## src/rtl/gol_pkg.sv

```systemverilog
// Shared types and defaults for the Game-of-Life generation scheduler.
// Optional feature macro used across this slice: GOL_GEN_LIMIT_EN.
package gol_pkg;

    localparam int GOL_GEN_W_DEFAULT = 16;

    typedef enum logic [2:0] {
        S_IDLE,
        S_LOAD,
        S_PAUSED,
        S_RUN,
        S_STEP,
        S_WAIT
    } gol_sched_state_t;

endpackage

```

## src/rtl/gol_gen_scheduler_if.sv

```systemverilog
// Control/grid bundle of the generation scheduler.
// slave  = the scheduler itself, master = board controls plus grid side.
// Optional macro GOL_GEN_LIMIT_EN adds gen_limit / limit_hit.
interface gol_gen_scheduler_if
    import gol_pkg::*;
#(
    parameter int GEN_W = GOL_GEN_W_DEFAULT
);
    logic             cmd_load;
    logic             cmd_run;
    logic             cmd_pause;
    logic             cmd_step;
    logic             vsync_in;
    logic             step_done;
    logic             load;
    logic             step_en;
    logic             running;
    logic             busy;
    logic [GEN_W-1:0] gen_count;
`ifdef GOL_GEN_LIMIT_EN
    logic [GEN_W-1:0] gen_limit;
    logic             limit_hit;

    modport slave (
        input  cmd_load, cmd_run, cmd_pause, cmd_step, vsync_in, step_done, gen_limit,
        output load, step_en, running, busy, gen_count, limit_hit
    );
    modport master (
        output cmd_load, cmd_run, cmd_pause, cmd_step, vsync_in, step_done, gen_limit,
        input  load, step_en, running, busy, gen_count, limit_hit
    );
`else
    modport slave (
        input  cmd_load, cmd_run, cmd_pause, cmd_step, vsync_in, step_done,
        output load, step_en, running, busy, gen_count
    );
    modport master (
        output cmd_load, cmd_run, cmd_pause, cmd_step, vsync_in, step_done,
        input  load, step_en, running, busy, gen_count
    );
`endif
endinterface

```

## src/rtl/gol_frame_tick.sv

```systemverilog
// Frame boundary detector and RUN-mode rate divider.
// frame_tick pulses once per frame, when the registered vsync enters its active
// level; div_wrap marks the tick on which RATE_DIV counted frames complete.
module gol_frame_tick #(
    parameter int RATE_DIV         = 30,
    parameter int VSYNC_ACTIVE_LOW = 1
) (
    input  logic clk,
    input  logic rst,
    input  logic vsync_in,
    input  logic div_en,
    input  logic div_clr,
    output logic frame_tick,
    output logic div_wrap
);
    localparam int                DIV_W    = (RATE_DIV > 1) ? $clog2(RATE_DIV) : 1;
    localparam logic [DIV_W-1:0]  DIV_LAST = DIV_W'(RATE_DIV - 1);
    localparam logic              ACTIVE   = (VSYNC_ACTIVE_LOW != 0) ? 1'b0 : 1'b1;

    logic             vs_q;
    logic             vs_prev;
    logic [DIV_W-1:0] div;
    logic             div_last;

    assign frame_tick = (vs_q == ACTIVE) && (vs_prev != ACTIVE);
    assign div_last   = (div == DIV_LAST);
    assign div_wrap   = frame_tick && div_en && div_last;

    // Register vsync and keep one cycle of history for the edge detect.
    always_ff @(posedge clk) begin
        // NOTE: sequential state uses <= so every flop samples pre-edge values.
        if (rst) begin
            vs_q    <= 1'b0;
            vs_prev <= 1'b0;
        end else begin
            vs_q    <= vsync_in;
            vs_prev <= vs_q;
        end
    end

    // Count frame ticks while running; held at zero whenever div_clr is high.
    always_ff @(posedge clk) begin
        if (rst || div_clr) begin
            div <= '0;
        end else if (frame_tick && div_en) begin
            div <= div_last ? '0 : div + 1'b1;
        end
    end

endmodule

```

## src/rtl/gol_gen_scheduler.sv

```systemverilog
// Game-of-Life generation scheduler: seed load, run/pause/single-step,
// with every generation step aligned to a VGA frame boundary.
// Optional macro GOL_GEN_LIMIT_EN: auto-pause when gen_count reaches gen_limit.
module gol_gen_scheduler
    import gol_pkg::*;
#(
    parameter int GEN_W            = GOL_GEN_W_DEFAULT,
    parameter int RATE_DIV         = 30,
    parameter int LOAD_CYCLES      = 1,
    parameter int VSYNC_ACTIVE_LOW = 1
) (
    input logic              clk,
    input logic              rst,
    gol_gen_scheduler_if.slave bus
);
    localparam int               LC_W    = (LOAD_CYCLES > 1) ? $clog2(LOAD_CYCLES) : 1;
    localparam logic [LC_W-1:0]  LC_LAST = LC_W'(LOAD_CYCLES - 1);

    gol_sched_state_t state;
    logic             single;
    logic             step_arm;
    logic             pause_pend;
    logic             load_pend;
    logic [LC_W-1:0]  load_cnt;
    logic [GEN_W-1:0] gen_count;
    logic [GEN_W-1:0] gen_next;
    logic             load_q;
    logic             step_en_q;
    logic             running_q;
    logic             busy_q;
    logic             frame_tick;
    logic             div_wrap;
    logic             div_en;
    logic             div_clr;
    logic             load_req;
    logic             pause_req;
    logic             limit_now;

    // The divider only advances in RUN and restarts from zero on every RUN entry.
    assign div_en    = (state == S_RUN);
    assign div_clr   = (state == S_IDLE) || (state == S_LOAD) || (state == S_PAUSED);
    assign gen_next  = (gen_count == '1) ? gen_count : gen_count + 1'b1;
    assign load_req  = load_pend | bus.cmd_load;
    assign pause_req = pause_pend | bus.cmd_pause;

`ifdef GOL_GEN_LIMIT_EN
    logic limit_hit_q;
    assign limit_now     = (bus.gen_limit != '0) && (gen_next == bus.gen_limit);
    assign bus.limit_hit = limit_hit_q;
`else
    assign limit_now = 1'b0;
`endif

    assign bus.load      = load_q;
    assign bus.step_en   = step_en_q;
    assign bus.running   = running_q;
    assign bus.busy      = busy_q;
    assign bus.gen_count = gen_count;

    gol_frame_tick #(
        .RATE_DIV         (RATE_DIV),
        .VSYNC_ACTIVE_LOW (VSYNC_ACTIVE_LOW)
    ) u_frame_tick (
        .clk        (clk),
        .rst        (rst),
        .vsync_in   (bus.vsync_in),
        .div_en     (div_en),
        .div_clr    (div_clr),
        .frame_tick (frame_tick),
        .div_wrap   (div_wrap)
    );

    // Scheduler FSM; outputs are registered alongside each state transition.
    always_ff @(posedge clk) begin
        if (rst) begin
            state      <= S_IDLE;
            single     <= 1'b0;
            step_arm   <= 1'b0;
            pause_pend <= 1'b0;
            load_pend  <= 1'b0;
            load_cnt   <= '0;
            gen_count  <= '0;
            load_q     <= 1'b0;
            step_en_q  <= 1'b0;
            running_q  <= 1'b0;
            busy_q     <= 1'b0;
`ifdef GOL_GEN_LIMIT_EN
            limit_hit_q <= 1'b0;
`endif
        end else begin
            step_en_q <= 1'b0;
`ifdef GOL_GEN_LIMIT_EN
            limit_hit_q <= 1'b0;
`endif
            case (state)
                S_IDLE: begin
                    if (bus.cmd_load) begin
                        state     <= S_LOAD;
                        load_q    <= 1'b1;
                        load_cnt  <= '0;
                        gen_count <= '0;
                        busy_q    <= 1'b1;
                    end
                end
                S_LOAD: begin
                    // Also clears a count that was bumped by the step finishing
                    // just before a deferred load.
                    gen_count <= '0;
                    if (load_cnt == LC_LAST) begin
                        state  <= S_PAUSED;
                        load_q <= 1'b0;
                        busy_q <= 1'b0;
                    end else begin
                        load_cnt <= load_cnt + 1'b1;
                    end
                end
                S_PAUSED: begin
                    if (bus.cmd_load) begin
                        state     <= S_LOAD;
                        load_q    <= 1'b1;
                        load_cnt  <= '0;
                        gen_count <= '0;
                        busy_q    <= 1'b1;
                        step_arm  <= 1'b0;
                    end else if (step_arm && frame_tick) begin
                        state     <= S_STEP;
                        step_en_q <= 1'b1;
                        busy_q    <= 1'b1;
                        single    <= 1'b1;
                        step_arm  <= 1'b0;
                    end else if (bus.cmd_step) begin
                        step_arm <= 1'b1;
                    end else if (bus.cmd_run) begin
                        state     <= S_RUN;
                        running_q <= 1'b1;
                        step_arm  <= 1'b0;
                    end
                end
                S_RUN: begin
                    if (bus.cmd_load) begin
                        state     <= S_LOAD;
                        load_q    <= 1'b1;
                        load_cnt  <= '0;
                        gen_count <= '0;
                        busy_q    <= 1'b1;
                        running_q <= 1'b0;
                    end else if (bus.cmd_pause) begin
                        state     <= S_PAUSED;
                        running_q <= 1'b0;
                    end else if (div_wrap) begin
                        state     <= S_STEP;
                        step_en_q <= 1'b1;
                        busy_q    <= 1'b1;
                        single    <= 1'b0;
                    end
                end
                S_STEP: begin
                    state      <= S_WAIT;
                    pause_pend <= pause_req;
                    load_pend  <= load_req;
                end
                S_WAIT: begin
                    if (!bus.step_done) begin
                        pause_pend <= pause_req;
                        load_pend  <= load_req;
                    end else begin
                        gen_count  <= gen_next;
                        pause_pend <= 1'b0;
                        load_pend  <= 1'b0;
                        if (load_req) begin
                            state     <= S_LOAD;
                            load_q    <= 1'b1;
                            load_cnt  <= '0;
                            running_q <= 1'b0;
                        end else if (limit_now) begin
                            state     <= S_PAUSED;
                            busy_q    <= 1'b0;
                            running_q <= 1'b0;
`ifdef GOL_GEN_LIMIT_EN
                            limit_hit_q <= 1'b1;
`endif
                        end else if (single || pause_req) begin
                            state     <= S_PAUSED;
                            busy_q    <= 1'b0;
                            running_q <= 1'b0;
                        end else begin
                            state     <= S_RUN;
                            busy_q    <= 1'b0;
                            running_q <= 1'b1;
                        end
                    end
                end
                default: begin
                    state <= S_IDLE;
                end
            endcase
        end
    end

endmodule
```

## src/flat_wrapper.sv

```systemverilog
// flat-port wrapper written by rule: the top's interface ports become plain ports
module gol_gen_scheduler_flat import gol_pkg::*;
#(
    parameter int GEN_W            = GOL_GEN_W_DEFAULT,
    parameter int RATE_DIV         = 30,
    parameter int LOAD_CYCLES      = 1,
    parameter int VSYNC_ACTIVE_LOW = 1
)
  (clk, rst, bus_cmd_load, bus_cmd_run, bus_cmd_pause, bus_cmd_step, bus_vsync_in, bus_step_done, bus_load, bus_step_en, bus_running, bus_busy, bus_gen_count);
  gol_gen_scheduler_if #(.GEN_W(GEN_W)) bus_i ();
  input logic clk;
  input logic rst;
  input wire logic [$bits(bus_i.cmd_load)-1:0] bus_cmd_load;
  input wire logic [$bits(bus_i.cmd_run)-1:0] bus_cmd_run;
  input wire logic [$bits(bus_i.cmd_pause)-1:0] bus_cmd_pause;
  input wire logic [$bits(bus_i.cmd_step)-1:0] bus_cmd_step;
  input wire logic [$bits(bus_i.vsync_in)-1:0] bus_vsync_in;
  input wire logic [$bits(bus_i.step_done)-1:0] bus_step_done;
  output wire logic [$bits(bus_i.load)-1:0] bus_load;
  output wire logic [$bits(bus_i.step_en)-1:0] bus_step_en;
  output wire logic [$bits(bus_i.running)-1:0] bus_running;
  output wire logic [$bits(bus_i.busy)-1:0] bus_busy;
  output wire logic [$bits(bus_i.gen_count)-1:0] bus_gen_count;
  assign bus_i.cmd_load = bus_cmd_load;
  assign bus_i.cmd_run = bus_cmd_run;
  assign bus_i.cmd_pause = bus_cmd_pause;
  assign bus_i.cmd_step = bus_cmd_step;
  assign bus_i.vsync_in = bus_vsync_in;
  assign bus_i.step_done = bus_step_done;
  assign bus_load = bus_i.load;
  assign bus_step_en = bus_i.step_en;
  assign bus_running = bus_i.running;
  assign bus_busy = bus_i.busy;
  assign bus_gen_count = bus_i.gen_count;
  gol_gen_scheduler #(.GEN_W(GEN_W), .RATE_DIV(RATE_DIV), .LOAD_CYCLES(LOAD_CYCLES), .VSYNC_ACTIVE_LOW(VSYNC_ACTIVE_LOW)) u_core (.clk(clk), .rst(rst), .bus(bus_i));
endmodule
```

## config.mk

```make
export PLATFORM = sky130hd
export DESIGN_NAME = gol_gen_scheduler_flat
export DESIGN_NICKNAME = d
export VERILOG_FILES = /design/src/rtl/gol_pkg.sv /design/src/rtl/gol_gen_scheduler_if.sv /design/src/rtl/gol_frame_tick.sv /design/src/rtl/gol_gen_scheduler.sv /design/src/flat_wrapper.sv
export SDC_FILE = /design/constraint.sdc
export NUM_CORES = 1
export LEC_CHECK = 0
export ABC_CLOCK_PERIOD_IN_PS = 1800
export CORE_ASPECT_RATIO = 0.7
export CORE_MARGIN = 2
export CORE_UTILIZATION = 48
export CTS_CLUSTER_SIZE = 10
export DETAILED_ROUTE_END_ITERATION = 8
export PLACE_DENSITY = 0.8
export SKIP_LAST_GASP = 1
export SLEW_MARGIN = 5
export SYNTH_ARGS = -nofsm -noshare
export SYNTH_HDL_FRONTEND = slang
export SYNTH_SLANG_ARGS = --single-unit
```

## constraint.sdc

```tcl
create_clock -name clk -period 1.8 [get_ports clk]
set_clock_uncertainty 0.2 [all_clocks]
set_input_delay 0.27 -clock clk [delete_from_list [all_inputs] [get_ports clk]]
set_output_delay 0.27 -clock clk [all_outputs]
set_load 0.01 [all_outputs]
```

### Congestion heat map, run 1

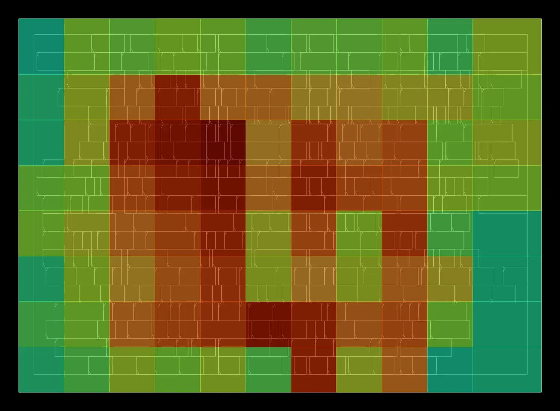
All-Layer GR Usage: 27.2%
Top Usage Layer GRT: met1

### Logic cells by family, run 1

The bar under the picture is 20 um long.
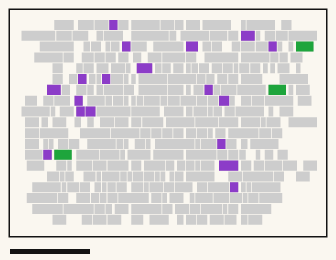
legend:
  green:
    family: adder and majority cells
    cells: 3
  purple:
    family: AND and OR gates
    cells: 18

==> impl_metrics.csv, run 1 <==
group,metric,value,unit
floorplanning,fp_util,49.3,%
pwr,p_clk_share,30.0,%
synth,yosys_warnings,0,
placed_design,port_buffers,27,
pwr,power.switching,581,uW
setup_path,critPathLaunchType,"flop",
finish,final_cell_count_no_fill,371,
sta,fin_setup_tns,-1.17,ns
placed_design,dpl_worst_slack,-0.461,ns
finish,syn2layout_area_growth,63.2,%
synth,ff_type,"dfxtp_1",
synth,synthArstFlopShare,0,%
synth,syn_nets,238,
grt,grt_pass1_wl,9470,um
drt,wire_per_inst,19.3,um
clocking,htreeDepth,2,
drt,drc,0,
floorplanning,core_area,3870,um2
finish,stdcell_area,3120,um2
synth,avgSynthCellArea,8.42,um2
status,status,"finished, violations left",
min_path,min_path_type,"reg2reg",
sta,layout_setup_ws,-0.170,ns
floorplanning,die_width,79.4,um
floorplanning,io_pins,28,
job,drv_cap,0,
synth,edf_count,0,
setup_path,critical_path_class,"reg2reg",
finish,fillers,217,
sta,max_freq,508,MHz
finish,antennaDiodeCount,0,
sta,final.period_utilization,109,%
grt,antenna_found_initial,0,
placed_design,dpl_cell_area,2660,um2
drt,firstDrtPassIters,5,
clocking,cts_buffers,5,
pwr,p_seq_share,42.3,%
synth,yosys.area.top_type,"dfxtp_1",
synth,synthTopCellsByCount,"dfxtp_1 (34), nor2_1 (31), nand2_1 (14)",
drt,antenna_left,0,
setup_path,crit_fanout,7,
clocking,cts_root_buffer,"clkbuf_8",
pwr,power.density,627,nW/um2
synth,top_cell,"dfxtp_1",
pwr,power.leakage,1.27,nW
sta,rsz0062_at_grt,"yes",
finish,nets,329,
status,violations,"setup timing",
synth,ys_chip_area,1910,um2
clocking,cts_tree,"done",
clocking,clock-sinks,34,
sta,setup_viol,17,
sta,fin_crit,1.97,ns
placed_design,place_inst,350,
synth,top_cell_area_share,35.6,%
pwr,combPwrFrac,27.7,%
setup_path,cp.required,1.80,ns
grt,overflow,0,
synth,synth_cell_types,58,
drt,routed_wl,7170,um
clocking,hold_buffers,0,
grt,grt_max_degree,15,
synth,postSynthSeqShare,35.6,%
sta,worst_pin_slew,0.500,ns
synth,synth_cells,227,
synth,ys_ff,34,
clocking,clk_pin_slew,0.07,ns
pwr,irDropWorstVdd,0.000622,V
drt,vias_per_cell,6.17,
pwr,p_int,1.37,mW
placed_design,finalWeightedCongestion,0.867,
floorplanning,rows,19,
synth,synth_stat.cells,227,
placed_design,dp.final_hpwl,3850,um
### Register map, names as in the netlist, run 1

The bar under the picture is 20 um long. Other sequential cells in the stronger grey, the rest of the logic in the fainter grey.
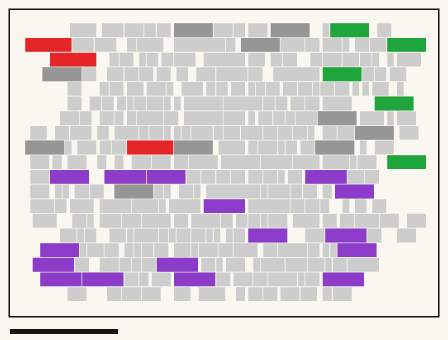
legend:
  red:
    signal: u_core.state
    sequential_cells: 3
  green:
    signal: u_core.u_frame_tick.div
    sequential_cells: 5
    where: top right
  purple:
    signal: u_core.bus.gen_count
    sequential_cells: 16

==> run 1: kinds of logic after synthesis <==
kind of cell             Yosys count  synth area share (%)
multiplexers                       3                  1.57
XOR/XNOR                          11                  5.04
AND-OR/OR-AND                     47                  17.9
AND/OR/NAND/NOR                  112                  33.8
buffers and inverters             17                  4.19
flip-flops                        34                  35.6
adder cells (fa/ha/maj)            3                  1.96
==> run 1: per-stage QoR <==
stage	hold slack, ns	power, mW
2_1_floorplan	0.198	1.03
3_3_place_gp	0.251	1.22
3_5_place_dp	0.256	1.23
4_1_cts	0.266	1.86
5_1_grt	0.302	2.02
6_report	0.294	1.96
==> run 1: sequential cells by signal (all words and copies together), names as in the netlist <==
| register | flops |
|---|---|
| u_core.u_frame_tick.vs_prev | 1 |
| u_core.single | 1 |
| u_core.bus.gen_count | 16 |
| u_core.bus.running | 1 |
| u_core.bus.busy | 1 |
| u_core.state | 3 |
| u_core.u_frame_tick.div | 5 |
| u_core.bus.load | 1 |
| u_core.bus.step_en | 1 |
| u_core.step_arm | 1 |
| u_core.pause_pend | 1 |
| u_core.load_pend | 1 |
| u_core.u_frame_tick.vs_q | 1 |
==> run 1: critical path, stage by stage, from the launching register on <==
cell and delay (ns):
dfxtp_4 0.41, buf_6 0.14, or3b_4 0.44, nor3_4 0.21, a221oi_4 0.11, a21bo_1 0.19
a31oi_1 0.17
==> run 1: power by group through the flow <==
stage          Combinational [mW]  Clock [mW]  Sequential, mW
2_1_floorplan               0.214           0           0.819
3_3_place_gp                0.403           0           0.817
3_5_place_dp                0.407           0           0.818
4_1_cts                     0.468       0.593           0.801
5_1_grt                     0.566       0.631           0.827
6_report                    0.542       0.587           0.826
==> run 1: what timing repair did <==
action / CTS / global route
gates cloned: 1 / 1
endpoints found under the setup margin: 22 / 29
buffers inserted: 6 / 7
pin swaps: 8 / 19
gates resized: 27 / 34
==> run 1: final cells by class <==
type	instances	area share, %
flip-flops and latches	34	22.6
repair buffers	96	27.9
clock inverters	1	0.160
well taps	52	2.09
multi-input cells	176	43.9
clock buffers	7	2.77
inverters	5	0.602
==> run 1: placed cells by master (no fill, tap or decap), types with 4 or more instances in the layout <==
cell type / n
nor3_1: 9
nor2b_1: 6
a21oi_1: 6
clkdlybuf4s50_1: 22
a211oi_1: 4
nand3_1: 4
dfxtp_2: 10
buf_4: 55
xnor2_1: 7
or3_1: 4
clkbuf_8: 6
o21ai_0: 4
nor2_1: 31
buf_6: 10
nand4_1: 7
nand2_1: 11
dfxtp_1: 21
inv_1: 5
==> run 1: path summary, 6_finish.rpt <==
kind / start / to / slack, ns / depth (start not counted)
setup / recovery: u_core.state[2]$_SDFFE_PP0P_ / u_core.state[2]$_SDFFE_PP0P_ / -0.17 / 6
hold / removal: u_core.single$_SDFFE_PP0P_ / u_core.single$_SDFFE_PP0P_ / 0.29 / 2
setup reg to reg: u_core.state[2]$_SDFFE_PP0P_ / u_core.state[2]$_SDFFE_PP0P_ / -0.17 / 6
hold reg to reg: u_core.single$_SDFFE_PP0P_ / u_core.single$_SDFFE_PP0P_ / 0.29 / 2
==> run 1: metal layers <==
metal	track usage, %	routed length [um]
met3	6.27	680
met5	0	0
met2	38.2	3170
met1	41.4	3080
met4	6.90	244
==> inputs of run 2 (changes only) <==
CTS_CLUSTER_DIAMETER = 80   (was unset)
==> impl_metrics.csv, run 2 <==
group,metric,value,unit
synth,top_cell_area_share,35.6,%
finish,most-common-layout-cells,"buf_4 (55), nor2_1 (31), clkdlybuf4s50_1 (22)",
grt,grt_pass1_wl,9470,um
sta,final.period_utilization,109,%
drt,antenna_left,0,
finish,final_cell_count_no_fill,371,
clocking,cts_root_buffer,"clkbuf_8",
setup_path,cp_slowest_stage_delay,0.44,ns
pwr,p_clk_share,30.0,%
floorplanning,die_width,79.4,um
synth,synthArstFlopShare,0,%
floorplanning,io_pins,28,
setup_path,ff2ff_setup_slack,-0.17,ns
pwr,combPwrFrac,27.7,%
setup_path,critPathTopFamily,"simple AND/OR/NAND/NOR gates",
sta,rsz0062_at_grt,"yes",
placed_design,dp.final_hpwl,3850,um
finish,largestRegisters,"u_core.bus.gen_count: 16 flops, u_core.u_frame_tick.div: 5 flops, u_core.state: 3 flops",
clocking,htreeDepth,2,
pwr,p_seq_share,42.3,%
synth,postSynthSeqShare,35.6,%
floorplanning,core_area,3870,um2
drt,vias_per_cell,6.17,
pwr,power.leakage,1.27,nW
setup_path,crit_path_top_delay_cell,"or3b_4",
status,violations,"setup timing",
synth,yosys.area.top_type,"dfxtp_1",
clocking,hold_buffers,0,
sta,worst_pin_slew,0.500,ns
finish,nets,329,
setup_path,critPathBufInv,1,
placed_design,finalWeightedCongestion,0.867,
synth,avgSynthCellArea,8.42,um2
grt,gr-usage-all-layers,27.2,%
pwr,p_int,1.37,mW
finish,fillers,217,
status,status,"finished, violations left",
synth,syn_nets,238,
synth,synth_cells,227,
pwr,p_total,1.96,mW
finish,antennaDiodeCount,0,
sta,layout_setup_ws,-0.170,ns
clocking,cts_tree,"done",
synth,ys_chip_area,1910,um2
synth,yosys_warnings,0,
grt,overflow,0,
placed_design,place_inst,350,
setup_path,cp.required,1.80,ns
drt,wire_per_inst,19.3,um
sta,setup_viol,17,
synth,synth_stat.cells,227,
clocking,clock-sinks,34,
drt,drc,0,
finish,lay_top_count,"buf_4",
sta,max_freq,508,MHz
setup_path,critPathLaunchType,"flop",
synth,synth_cell_types,58,
floorplanning,fp_util,49.3,%
setup_path,path_cells,"buf_6 > or3b_4 > nor3_4 > a221oi_4 > a21bo_1 > a31oi_1",
grt,antenna_found_initial,0,
grt,grt_max_degree,15,
synth,ys_ff,34,
setup_path,crit_fanout,7,
drt,firstDrtPassIters,5,
job,drv_cap,0,
sta,fin_crit,1.97,ns
min_path,min_path_type,"reg2reg",
pwr,power.density,627,nW/um2
finish,syn2layout_area_growth,63.2,%
run 2: cell counts after synthesis:
Identical to the previous run, type by type.
run 2: through the flow:
step / instance area, um2 / TNS, ns / setup WS, ns
2_1_floorplan: 1940 / -0.133 / -0.0482
3_3_place_gp: 2660 / -6.17 / -0.426
3_5_place_dp: 2660 / -7.33 / -0.461
4_1_cts: 2940 / -0.0519 / -0.0300
5_1_grt: 3120 / -2.29 / -0.243
6_report: 3120 / -1.17 / -0.170
run 2: path summary, 6_finish.rpt:
kind,startpoint,end,cells past startpoint
worst max-delay path,u_core.state[2]$_SDFFE_PP0P_,u_core.state[2]$_SDFFE_PP0P_,6
worst min-delay path,u_core.single$_SDFFE_PP0P_,u_core.single$_SDFFE_PP0P_,2
worst max register to register,u_core.state[2]$_SDFFE_PP0P_,u_core.state[2]$_SDFFE_PP0P_,6
worst min register to register,u_core.single$_SDFFE_PP0P_,u_core.single$_SDFFE_PP0P_,2
run 2: area by class of cell:
type	instances	area share [%]
Timing Repair Buffer	96	27.9
Clock inverter	1	0.160
Sequential cell	34	22.6
Multi-Input combinational cell	176	43.9
Inverter	5	0.602
Clock buffer	7	2.77
Tap cell	52	2.09
run 2: repair_timing:
| action | in CTS | in global routing |
|---|---|---|
| setup buffers | 6 | 7 |
| hold endpoints to repair | 0 | 0 |
| gates cloned | 1 | 1 |
| pin swaps | 8 | 19 |
| gates resized | 27 | 34 |
| endpoints found under the setup margin | 22 | 29 |
run 2: routing by layer:
metal	wire length [um]	track usage (%)	share of wire, %
met5	0	0	0
met2	3170	38.2	44
met4	244	6.90	3.4
met3	680	6.27	9.5
met1	3080	41.4	43
run 2: power by group through the flow:
stage                     sequential (mW)  combinational [mW]  clock [mW]
after floorplan                     0.819               0.214           0
after global placement              0.817               0.403           0
after detailed placement            0.818               0.407           0
after CTS                           0.801               0.468       0.593
after global routing                0.827               0.566       0.631
final                               0.826               0.542       0.587
run 2: cells by family after synthesis:
logic type	Yosys count	synth area share, %
AND-OR/OR-AND	47	17.9
XOR/XNOR	11	5.04
adder cells (fa/ha/maj)	3	1.96
buffers and inverters	17	4.19
flip-flops	34	35.6
multiplexers	3	1.57
AND/OR/NAND/NOR	112	33.8
run 2: worst reg2reg max path: cells and delay by family (launching register included):
family / cells / cell delay, ns
AND/OR/NAND/NOR: 2 / 0.67
AND-OR/OR-AND: 3 / 0.47
flip-flops: 1 / 0.41
buffers and inverters: 1 / 0.15
### Register map, names as in the netlist, run 2

The bar under the picture is 20 um long. Other sequential cells in the stronger grey, the rest of the logic in the fainter grey.
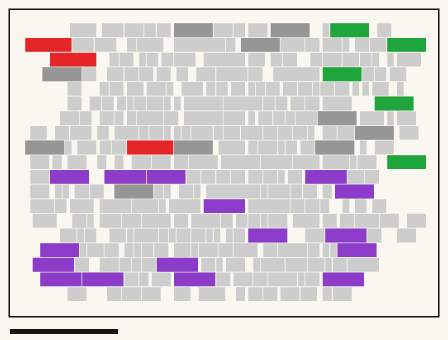
legend:
  green:
    signal: u_core.u_frame_tick.div
    sequential_cells: 5
    where: top right
  purple:
    signal: u_core.bus.gen_count
    sequential_cells: 16
  red:
    signal: u_core.state
    sequential_cells: 3

### Logic cells by family, run 2

The bar under the picture is 20 um long.
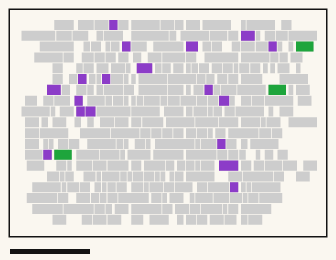
legend:
  green:
    family: adder and majority cells
    cells: 3
  purple:
    family: AND and OR gates
    cells: 18

### Wiring by layer, run 2

The bar under the picture is 20 um long.
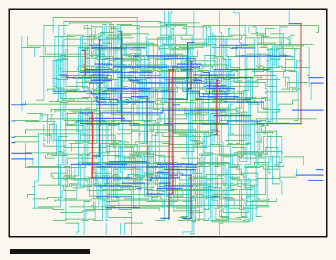
legend:
  green:
    layer: met1
    wire_length: 3080 um
  blue:
    layer: met3
    wire_length: 680 um
  red:
    layer: met4
    wire_length: 244 um
  cyan:
    layer: met2
    wire_length: 3170 um

Power figures rest on the tool's default switching activity, not on a simulated workload.
